Figure 1. Routed clock nets over the placement.
Drawn at 4 px/um.
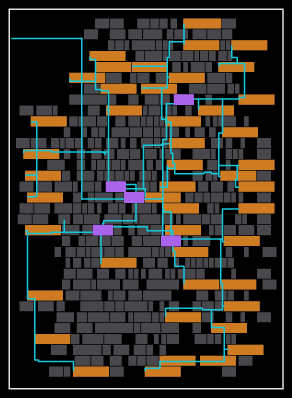
Figure 2. Supply network.
Drawn at 4 px/um. Pins as bars on the die edge. Tap cells in grey.
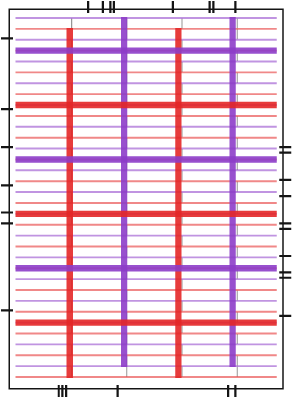
Figure 3. Congestion heat map.
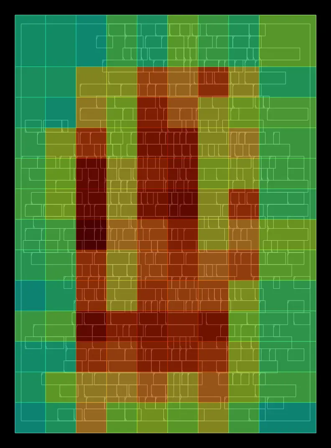
Figure 4. Routed metal, one colour a layer.
Drawn at 4 px/um.
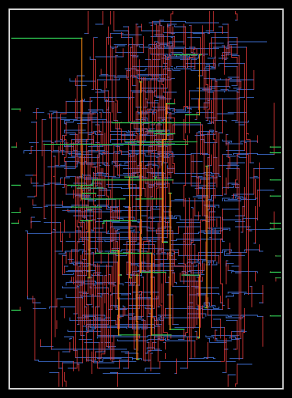
Figure 5. Placement by cell class.
Drawn at 4 px/um. Fill, decap, tap and diode cells in grey.
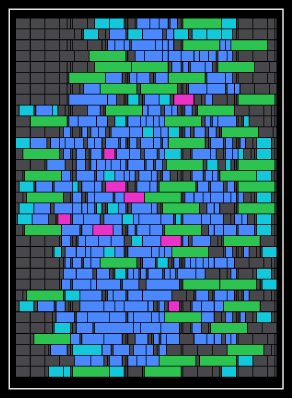
[src/rtl/mont_conv.sv]
// Montgomery domain converter: x -> x*R mod Q (TO_MONT) or x*R^-1 mod Q (FROM_MONT),
// using a bit-serial radix-2 Montgomery multiply by a constant k (R2 or 1).
// Optional macro MONT_CONV_INRED_EN adds a REDUCE state that folds x >= Q into range.
// Latency from the accept edge (counted as edge 1) to the edge on which out_valid rises is
// WIDTH+2 edges, or WIDTH+3 with MONT_CONV_INRED_EN.

package ntt_pkg;
    localparam int DATA_WIDTH = 12;
    localparam int Q          = 3329;
endpackage

module mont_conv
    import ntt_pkg::*;
#(
    parameter int WIDTH = DATA_WIDTH
) (
    input  logic                  clk,
    input  logic                  rst_n,
    input  logic                  in_valid,
    output logic                  in_ready,
    input  logic [DATA_WIDTH-1:0] in_data,
    input  logic                  in_mode,
    output logic                  out_valid,
    input  logic                  out_ready,
    output logic [DATA_WIDTH-1:0] out_data
);

    localparam int              IW    = (WIDTH > 1) ? $clog2(WIDTH) : 1;
    localparam logic [WIDTH:0]  QW    = (WIDTH+1)'(Q);
    localparam longint          R2_L  = (longint'(1) << (2 * WIDTH)) % longint'(Q);
    localparam logic [WIDTH-1:0] R2   = WIDTH'(R2_L);
    localparam logic [WIDTH-1:0] ONE  = WIDTH'(1);
    localparam logic [IW-1:0]   LAST  = IW'(WIDTH - 1);

    typedef enum logic [2:0] {
        IDLE,
`ifdef MONT_CONV_INRED_EN
        REDUCE,
`endif
        RUN,
        CORR,
        DONE
    } state_t;

    state_t           state_reg, state_next;
    logic [WIDTH-1:0] x_reg, x_next;
    logic [WIDTH-1:0] k_reg, k_next;
    logic [WIDTH:0]   s_reg, s_next;
    logic [IW-1:0]    i_reg, i_next;
    logic [WIDTH-1:0] out_data_reg, out_data_next;
    logic             out_valid_reg, out_valid_next;

    // Step sum needs two bits of headroom: S < 2Q, plus x < R, plus Q.
    logic [WIDTH+1:0] t;
    logic [WIDTH:0]   s_sub;
    logic [WIDTH:0]   x_sub;

    assign in_ready  = (state_reg == IDLE);
    assign out_valid = out_valid_reg;
    assign out_data  = out_data_reg;
    assign s_sub     = s_reg - QW;
    assign x_sub     = {1'b0, x_reg} - QW;

    // State and datapath registers; reset abandons any operation in flight.
    always_ff @(posedge clk or negedge rst_n) begin
        if (!rst_n) begin
            state_reg     <= IDLE;
            x_reg         <= '0;
            k_reg         <= '0;
            s_reg         <= '0;
            i_reg         <= '0;
            out_data_reg  <= '0;
            out_valid_reg <= 1'b0;
        end else begin
            state_reg     <= state_next;
            x_reg         <= x_next;
            k_reg         <= k_next;
            s_reg         <= s_next;
            i_reg         <= i_next;
            out_data_reg  <= out_data_next;
            out_valid_reg <= out_valid_next;
        end
    end

    // Next-state and datapath: one radix-2 Montgomery step per RUN cycle.
    always_comb begin
        state_next     = state_reg;
        x_next         = x_reg;
        k_next         = k_reg;
        s_next         = s_reg;
        i_next         = i_reg;
        out_data_next  = out_data_reg;
        out_valid_next = out_valid_reg;
        t              = '0;
        case (state_reg)
            IDLE: begin
                if (in_valid) begin
                    x_next = in_data;
                    k_next = in_mode ? ONE : R2;
                    s_next = '0;
                    i_next = '0;
`ifdef MONT_CONV_INRED_EN
                    state_next = REDUCE;
`else
                    state_next = RUN;
`endif
                end
            end
`ifdef MONT_CONV_INRED_EN
            REDUCE: begin
                // Q > R/2, so one conditional subtraction brings any x into 0..Q-1.
                if ({1'b0, x_reg} >= QW) begin
                    x_next = x_sub[WIDTH-1:0];
                end
                state_next = RUN;
            end
`endif
            RUN: begin
                t = {1'b0, s_reg} + (k_reg[i_reg] ? {2'b00, x_reg} : '0);
                if (t[0]) begin
                    t = t + {1'b0, QW};
                end
                s_next = t[WIDTH+1:1];
                i_next = i_reg + IW'(1);
                if (i_reg == LAST) begin
                    state_next = CORR;
                end
            end
            CORR: begin
                // S < 2Q here, so a single subtraction lands in 0..Q-1.
                out_data_next  = (s_reg >= QW) ? s_sub[WIDTH-1:0] : s_reg[WIDTH-1:0];
                out_valid_next = 1'b1;
                state_next     = DONE;
            end
            DONE: begin
                if (out_ready) begin
                    out_valid_next = 1'b0;
                    state_next     = IDLE;
                end
            end
            default: begin
                state_next = IDLE;
            end
        endcase
    end

endmodule

[config.mk]
export PLATFORM = sky130hd
export DESIGN_NAME = mont_conv
export DESIGN_NICKNAME = d
export VERILOG_FILES = /design/src/rtl/mont_conv.sv
export SDC_FILE = /design/constraint.sdc
export NUM_CORES = 1
export LEC_CHECK = 0
export CAP_MARGIN = 20
export CORE_ASPECT_RATIO = 1.4
export CORE_UTILIZATION = 52
export DETAILED_ROUTE_END_ITERATION = 8
export GPL_TIMING_DRIVEN = 0
export PLACE_DENSITY = 0.88
export SLEW_MARGIN = 20
export SYNTH_ARGS = -nofsm -noshare
export SYNTH_HDL_FRONTEND = slang
export SYNTH_SLANG_ARGS = --single-unit
export TNS_END_PERCENT = 1
[constraint.sdc]
create_clock -name clk -period 3.6 [get_ports clk]
set_input_delay 0.72 -clock clk [delete_from_list [all_inputs] [get_ports clk]]
set_output_delay 0.72 -clock clk [all_outputs]
set_load 0.01 [all_outputs]
==> results.cfg <==
; implementation run metrics
[finish]
largest_cell_class = logic gates
flop-count = 46
nets = 432
seq_area_um2 = 1150
largest_reg_flops = 13
lay_top_cells = 45 x dfrtp_1, 32 x nand2_1, 29 x clkdlybuf4s50_1
nClkBuffers = 5
logic_gate_count = 272
buf_share = 0.121
logic_area_um2 = 2050
sh_comb_area = 0.525
clkCellAreaFrac = 0.0237
diodes = 0

[sta]
maxSlewViolCount = 0
holdWs_ps = 307
setup-tns-final_ps = -590
setup_ws_ps = -222
clock_skew_ps = 13.5
tightest_slew_ps = 641
final-setup-viol-count = 4

[outcome]
violations = setup timing
status = finished, violations left

[placement]
dpl.hpwl_mm = 5.33
place_inst = 446
portBuffers = 30

[pwr]
power.share.clock = 0.078
p_sw_frac = 0.471
p_switching_uw = 2050
p_int_uw = 2300
vdd_drop_max_mv = 0.575
leakage_uw = 0.00164
combinationalPower_uw = 3090
powerDensity_nw_per_um2 = 1110
powerClk_uw = 338
top_power_group = combinational logic
fin_total_pwr_uw = 4350

[die]
taps = 70
io_pins = 31
dieArea_um2 = 6430
fp_util = 0.542
die_h_um = 94.5

[critical_path]
reg2reg_to = s_reg[11]$_DFFE_PN0P_
worst-r2r-setup-slack_ps = -220
r2r-start = i_reg[2]$_DFFE_PN0P_
startpoint = i_reg[2]$_DFFE_PN0P_
critical_path_class = reg2reg
cp_slowest_cell = or4b_4
reg2regPathDepth = 16
crit_top_cell = o21ai_1
required_ps = 3830
cp_slowest_stage_delay_ps = 520
cp_top_family = simple AND/OR/NAND/NOR gates
cp_cell_sequence = or4b_4 > a21oi_2 > a41oi_2 > nor2b_2 > ha_2 > inv_2 > fa_2 > nand2b_4 > a2111o_1 > o211ai_2 > nand2_2 > or3_4 > a21boi_2 > o21ai_1 > xnor2_1 > o21ai_1

[synth]
syn_area_per_cell_um2 = 9.21
yosysMostFrequentCell = dfrtp_1
synthArstFlopShare = 1.00
synth_flops = 46
yosysSeqAreaShare = 0.362
synth_nets = 383
synth_top_cell_by_area = dfrtp_1
ys_cells = 345
simple_gate_area_frac = 0.201
netlist.area_leader.share = 0.362
edf_count = 0
ys_sh_mux = 0.0524
yosys_warnings = 0
synth_area_um2 = 3180
common_cells = 46 x dfrtp_1, 32 x nand2_1, 28 x a21oi_1

[cts]
insertion_delay_ps = 310
tritoncts = yes
post_cts_resized = 10
cts_buffers = 5
clockRootBuffer = clkbuf_8
htreeDepth = 2

[global_route]
met1_usage = 0.272
antenna_found_initial = 0
grt_pass1_vias = 2769

[job]
tool_warnings = 32
cap_violations = 0

[detailed_routing]
drc_errors = 0
via_per_inst = 5.84
wl_met1_mm = 2.77
dr.pass1.iters = 5
met3_length_um = 269
antenna_left = 0
Back to the opening pictures, Figure 1:
[clock drivers] purple | count: 5
[flip-flops] orange | count: 46
[clock wires] cyan | length: 645 um
routed clock nets: 6
flops lie: widely spread

Back to the opening pictures, Figure 2:
[VDD] purple
[VSS] red
met1 rails: 34
met4 straps: 4
rows: 33

Back to the opening pictures, Figure 3:
Final Core Density: 0.668
Total GRT Usage: 0.250
met3 usage: 0.0266

Back to the opening pictures, Figure 4:
[metal 1] blue | wire length: 2770 um
[metal 2] red | wire length: 4050 um
[metal 4] orange | wire length: 325 um
[metal 3] green | wire length: 270 um
total routed wirelength: 7.41 mm
Wirelength per Cell: 15.9 um
via count: 2716

Back to the opening pictures, Figure 5:
[combinational and other logic] blue | cells: 286
[clock drivers and dummy loads] magenta | cells: 8
[other buffers and delay cells] cyan | cells: 55
[flops] green | cells: 46
Cell Rows: 33
Final Instance Area: 3910 um^2
Core Footprint: 5860 um^2
flop share of the area: 0.294

